--- src/rtl/mips_pkg.sv ---
// Shared definitions for the MIPS32 pipeline.
// Contents: datapath width, opcode field width, bubble encoding, default reset PC,
// and the next-PC source encoding used by the fetch stage.
package mips_pkg;

  localparam int unsigned XLEN     = 32;
  localparam int unsigned OPCODE_W = 6;

  // sll $0,$0,0: opcode 0 decodes as an R-type with no side effects.
  localparam logic [XLEN-1:0] NOP_INSTR        = 32'h0000_0000;
  localparam logic [XLEN-1:0] DEFAULT_RESET_PC = 32'h0000_0000;

  // Next-PC source, reset is handled separately in the PC register.
  typedef enum logic [1:0] {
    PcSelSeq,
    PcSelHold,
    PcSelJump,
    PcSelBranch
  } pc_sel_e;

  // Clear the two byte-offset bits so redirect targets are always word-aligned.
  function automatic logic [XLEN-1:0] word_align(input logic [XLEN-1:0] addr);
    return {addr[XLEN-1:2], 2'b00};
  endfunction

endpackage

--- src/rtl/if_id_reg.sv ---
// Generic pipeline register holding instruction, PC+4 and a valid flag.
// Ports:
//   i_clk        clock, rising edge
//   i_clr        synchronous clear to a bubble; wins over i_en
//   i_en         load enable (deasserted to stall)
//   i_instr      instruction to load
//   i_pc_plus4   PC+4 of that instruction
//   i_valid      valid flag to load
//   o_instr      registered instruction (NOP_INSTR when bubble)
//   o_pc_plus4   registered PC+4 (0 when bubble)
//   o_valid      registered valid flag
module if_id_reg
  import mips_pkg::*;
(
  input  logic            i_clk,
  input  logic            i_clr,
  input  logic            i_en,
  input  logic [XLEN-1:0] i_instr,
  input  logic [XLEN-1:0] i_pc_plus4,
  input  logic            i_valid,
  output logic [XLEN-1:0] o_instr,
  output logic [XLEN-1:0] o_pc_plus4,
  output logic            o_valid
);

  logic [XLEN-1:0] r_instr;
  logic [XLEN-1:0] r_pc_plus4;
  logic            r_valid;

  always_ff @(posedge i_clk) begin
    if (i_clr) begin
      r_instr    <= NOP_INSTR;
      r_pc_plus4 <= '0;
      r_valid    <= 1'b0;
    end else if (i_en) begin
      r_instr    <= i_instr;
      r_pc_plus4 <= i_pc_plus4;
      r_valid    <= i_valid;
    end
  end

  assign o_instr    = r_instr;
  assign o_pc_plus4 = r_pc_plus4;
  assign o_valid    = r_valid;

endmodule

--- src/rtl/fetch_stage.sv ---
// Instruction-fetch stage: PC register, next-PC selection, IF/ID register and
// a saturating count of instructions accepted into IF/ID.
// Ports:
//   clk, rst                         clock and synchronous active-high reset
//   stall_f                          hold PC and IF/ID
//   flush_d                          load a bubble into IF/ID
//   branch_taken_d, branch_target_d  branch redirect from decode
//   jump_d, jump_target_d            jump redirect from decode (wins over branch)
//   imem_addr, imem_rdata            instruction memory, combinational read
//   pc_f                             current fetch PC
//   instr_d, opcode_d, pc_plus4_d    IF/ID contents (opcode_d = instr_d[31:26])
//   valid_d                          1 = real instruction, 0 = bubble
//   fetch_count                      instructions loaded into IF/ID, saturating
module fetch_stage
  import mips_pkg::*;
#(
  parameter logic [31:0] RESET_PC = DEFAULT_RESET_PC
) (
  input  logic                clk,
  input  logic                rst,
  input  logic                stall_f,
  input  logic                flush_d,
  input  logic                branch_taken_d,
  input  logic [XLEN-1:0]     branch_target_d,
  input  logic                jump_d,
  input  logic [XLEN-1:0]     jump_target_d,
  output logic [XLEN-1:0]     imem_addr,
  input  logic [XLEN-1:0]     imem_rdata,
  output logic [XLEN-1:0]     pc_f,
  output logic [XLEN-1:0]     instr_d,
  output logic [OPCODE_W-1:0] opcode_d,
  output logic [XLEN-1:0]     pc_plus4_d,
  output logic                valid_d,
  output logic [XLEN-1:0]     fetch_count
);

  logic [XLEN-1:0] r_pc;
  logic [XLEN-1:0] r_fetch_count;
  logic [XLEN-1:0] w_pc_plus4;
  logic [XLEN-1:0] w_pc_next;
  pc_sel_e         w_pc_sel;
  logic            w_redirect;
  logic            w_ifid_clr;
  logic            w_ifid_load;
  logic            w_unused_lsbs;

  // Redirects are ignored under stall; decode re-presents them afterwards.
  assign w_redirect = ~stall_f & (jump_d | branch_taken_d);
  assign w_pc_plus4 = r_pc + 32'd4;

  always_comb begin
    w_pc_sel = PcSelSeq;
    if (stall_f)             w_pc_sel = PcSelHold;
    else if (jump_d)         w_pc_sel = PcSelJump;
    else if (branch_taken_d) w_pc_sel = PcSelBranch;
  end

  always_comb begin
    w_pc_next = w_pc_plus4;
    unique case (w_pc_sel)
      PcSelHold:   w_pc_next = r_pc;
      PcSelJump:   w_pc_next = word_align(jump_target_d);
      PcSelBranch: w_pc_next = word_align(branch_target_d);
      default:     w_pc_next = w_pc_plus4;
    endcase
  end

  always_ff @(posedge clk) begin
    if (rst) r_pc <= RESET_PC;
    else     r_pc <= w_pc_next;
  end

  // A redirect also squashes the wrong-path word fetched this cycle (no delay slot).
  assign w_ifid_clr  = rst | flush_d | w_redirect;
  assign w_ifid_load = ~w_ifid_clr & ~stall_f;

  if_id_reg u_if_id_reg (
    .i_clk      (clk),
    .i_clr      (w_ifid_clr),
    .i_en       (~stall_f),
    .i_instr    (imem_rdata),
    .i_pc_plus4 (w_pc_plus4),
    .i_valid    (1'b1),
    .o_instr    (instr_d),
    .o_pc_plus4 (pc_plus4_d),
    .o_valid    (valid_d)
  );

  always_ff @(posedge clk) begin
    if (rst) begin
      r_fetch_count <= '0;
    end else if (w_ifid_load && (r_fetch_count != '1)) begin
      r_fetch_count <= r_fetch_count + 32'd1;
    end
  end

  assign w_unused_lsbs = ^{jump_target_d[1:0], branch_target_d[1:0]};

  assign imem_addr   = r_pc;
  assign pc_f        = r_pc;
  assign opcode_d    = instr_d[31:26];
  assign fetch_count = r_fetch_count;

endmodule

--- config.mk ---
export PLATFORM = sky130hd
export DESIGN_NAME = fetch_stage
export DESIGN_NICKNAME = d
export VERILOG_FILES = /design/src/rtl/mips_pkg.sv /design/src/rtl/if_id_reg.sv /design/src/rtl/fetch_stage.sv
export SDC_FILE = /design/constraint.sdc
export NUM_CORES = 1
export LEC_CHECK = 0
export CAP_MARGIN = 0
export CORE_MARGIN = 2
export CORE_UTILIZATION = 48
export DETAILED_ROUTE_END_ITERATION = 10
export GPL_TIMING_DRIVEN = 0
export HOLD_SLACK_MARGIN = 0.12
export PLACE_DENSITY = 0.93
export SYNTH_ARGS = -nofsm -noshare
export SYNTH_HDL_FRONTEND = slang
export SYNTH_SLANG_ARGS = --single-unit
export TNS_END_PERCENT = 1
--- constraint.sdc ---
create_clock -name clk -period 6.3 [get_ports clk]
set_clock_uncertainty 0.05 [all_clocks]
set_input_delay 1.89 -clock clk [delete_from_list [all_inputs] [get_ports clk]]
set_output_delay 1.89 -clock clk [all_outputs]
set_load 0.005 [all_outputs]
Figure 1. Track usage over the die.
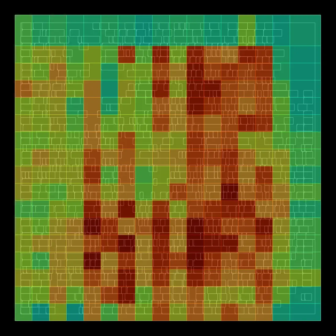
GRT Overall Usage: 31.8%
WL per Instance: 19.1 um
met2 GRT Util: 52.2%

Figure 2. Signal wires on met2.
Scale bar: 20 um.
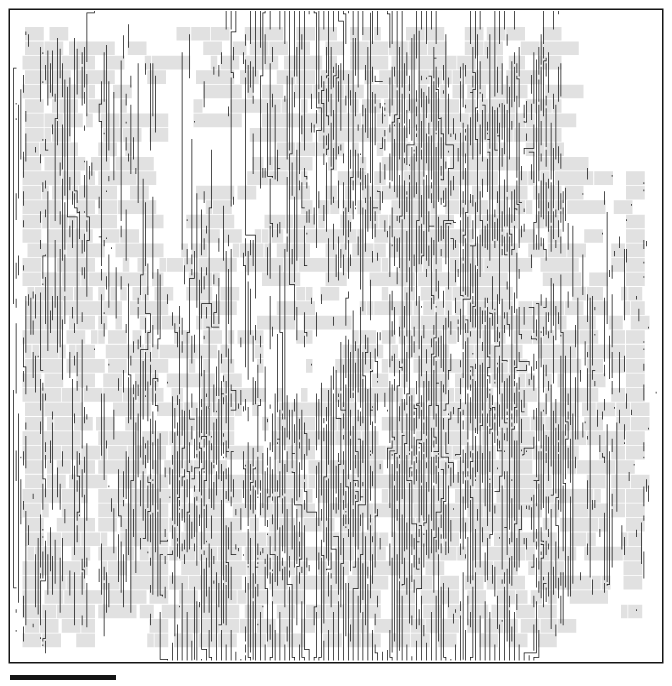
wire length on this layer: 11500 um
share of all routed wire: 47%
Vias: 7570
routed wire length: 24600 um

==> flow_summary.json <==
{
  "status": "complete, no violations",
  "tightest_slew_ns": 0.874,
  "crit_arrival_ns": 4.51,
  "htree_levels": 4,
  "antenna_found_initial": 0,
  "ir_drop_mv": 0.162,
  "grt_pass1_wl_um": 36800,
  "die_h_um": 123,
  "finalSetupViolations": 0,
  "cts_hold_buf": 0,
  "grt_pass1_vias": 7106,
  "edf_count": 0,
  "fillers": 1031,
  "syn_to_final_growth_pct": 49.6,
  "area_leaders": "dfxtp_1 37%, mux2i_1 5.3%, a21oi_1 5.2%",
  "place.gp.congestion": 0.938,
  "period_needed_ns": 4.27,
  "rsz0062_at_grt": "false",
  "place.port_buffers": 255,
  "ys_cells": 811,
  "cts_tree": "built",
  "largest_area_cell": "dfxtp_1",
  "drive_above_1_share_pct": 10.2,
  "clkTransAtPathRegs_ns": 0.06,
  "final_common_cell": "clkdlybuf4s50_1",
  "cp-end-kind": "flop",
  "fp.dieW_um": 123,
  "hold_viol": 0,
  "finalNetCount": 1194,
  "grt_overflow": 0,
  "hp-class": "reg2reg",
  "die-area_um2": 15100,
  "cts.sinks": 125,
  "finalSetupTns_ns": 0,
  "slew_headroom_pct": 41.8,
  "critical_path.max_fanout": 10,
  "viasPerCell": 5.90,
  "rows": 43,
  "antenna_left": 0,
  "postCtsSetupRepairBufs": 0,
  "initCoreUtil_pct": 49.0,
  "netlist_instances": 811,
  "p_leak_nw": 3.75,
  "cts.repair.resized": 0,
  "core_area_um2": 13800,
  "synthDistinctLibCells": 67,
  "grt_max_degree": 17,
  "syn_area_um2": 6770,
  "clock_path_buffers": 2,
  "warnings": 30,
  "slew_violations": 0,
  "crit_required_ns": 6.54,
  "insertion_delay_ns": 0.42,
  "drc": 0,
  "cts-buffers-inserted": 17,
  "place_hpwl_um": 17900,
  "avgSynthCellArea_um2": 8.35,
  "ioPinCount": 269,
  "power_density_nw_per_um2": 208,
  "ys_warn_count": 0,
  "ys.flops": 125,
  "crit_type": "in2reg",
  "root_buffer": "clkbuf_16",
  "drtPass1Iterations": 7,
  "yosys_area_um2": 6770,
  "max_cap_violations": 0,
  "start_kind": "input pin",
  "ff_type": "dfxtp_1",
  "synthArstFlopShare_pct": 0
}
Figure 3. Zoomed window.
Scale bar: 10 um. Region (41, 17) to (81, 57) um. Cells in grey, sequential cells in the stronger grey; small squares are vias.
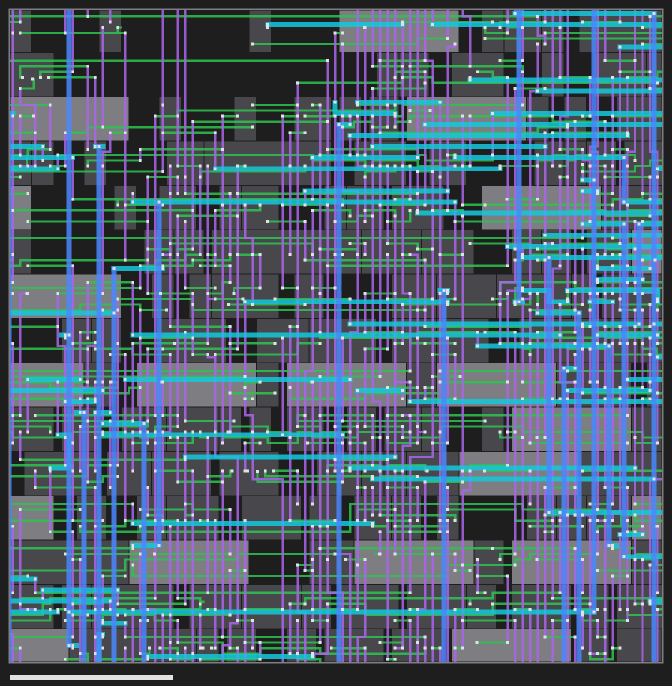
legend:
  met2:
    colour: purple
  met3:
    colour: cyan
  met4:
    colour: blue
  met1:
    colour: green
most frequent: a21oi_1 (15), dfxtp_1 (15), nor2_1 (13)
sequential cells in the window: 15
cells with their middle in the window: 151
netlist names of flops here include: imem_addr (9), u_if_id_reg.o_pc_plus4 (6)

## power by group
part	internal [mW]	switching [mW]	total [mW]
clock network	0.592	0.357	0.950
logic	0.178	0.139	0.316
registers	0.813	0.0325	0.846
## through the flow
stage / setup slack [ns] / area [um2] / instances / hold slack (ns)
after floorplan: 2.65 / 6790 / 816 / 0.401
after global placement: 1.78 / 9570 / 1251 / 0.386
after detailed placement: 1.73 / 9570 / 1251 / 0.399
after CTS: 2.16 / 10100 / 1283 / 0.412
after global routing: 2.01 / 10100 / 1283 / 0.438
final: 2.03 / 10100 / 1283 / 0.411
## flip-flops by register name, summed over array words and instances (netlist names)
signal / count
fetch_count: 32
u_if_id_reg.o_instr: 32
imem_addr: 30
u_if_id_reg.o_pc_plus4: 30
u_if_id_reg.o_valid: 1
## synth_stat cells, drive strengths merged, types with 3 or more instances
library cell and number:
a22o 4, a21oi 71, a311oi 4, mux2 10, a22oi 11, nand4 14
and3 10, nand2 51, a221oi 4, or3 15, o211ai 4, and2 5
xor2 10, or4 13, o22ai 5, o32ai 6, and4 8, o21a 3
nor2 81, buf 63, o31ai 10, clkbuf 42, inv 12, mux2i 36
dfxtp 125, xnor2 16, nand3 30, o21ai 45, nor4 21, nor2b 13
or2 6, nor3 14, a211oi 5, a31oi 7, nor4b 4, nor3b 4
nand3b 5
## logic make-up (layout without fill, tap and decap cells)
family	Yosys count	after routing	share of synthesized area (%)
mux	46	46	6.98
other cells	1	6	0.0554
compound gates	198	198	18.3
fa+ha+maj	2	2	0.369
flops	125	125	36.9
simple gates	296	296	24.9
xor+xnor	26	26	3.36
buf+inv	117	404	9.11
## critical path, stage by stage
cell	delay, ns
clkdlybuf4s50_1	0.64
clkbuf_1	0.41
clkbuf_1	0.51
buf_1	0.72
mux2i_1	0.28
nor2_1	0.06
## final timing paths
path,endpoint,slack [ns],cells past startpoint,start
min,u_if_id_reg.o_valid,0.41,1,u_if_id_reg.o_valid
max,u_if_id_reg.o_instr[26],2.03,6,stall_f
min reg2reg,u_if_id_reg.o_valid,0.41,1,u_if_id_reg.o_valid
max reg2reg,imem_addr[20],3.61,7,imem_addr[2]
## metal layers
layer | GRT usage (%) | vias up | routed length (um)
li1 | - | 3464 | -
met1 | 37.9 | 3485 | 9090
met2 | 52.2 | 533 | 11500
met3 | 9.76 | 88 | 2980
met4 | 14.7 | 0 | 982
met5 | 0 | - | 0
## area by class of cell
type,instances,area [um2],share of cell area (%)
multi-input cells,574,3670,36.2
clock inverters,6,57.6,0.568
clock buffers,26,509,5.02
flip-flops and latches,125,2500,24.7
well taps,180,225,2.22
plain buffers,105,572,5.64
repair buffers,255,2550,25.2
inverters,12,45.0,0.444
Power and IR drop assume default switching activity.
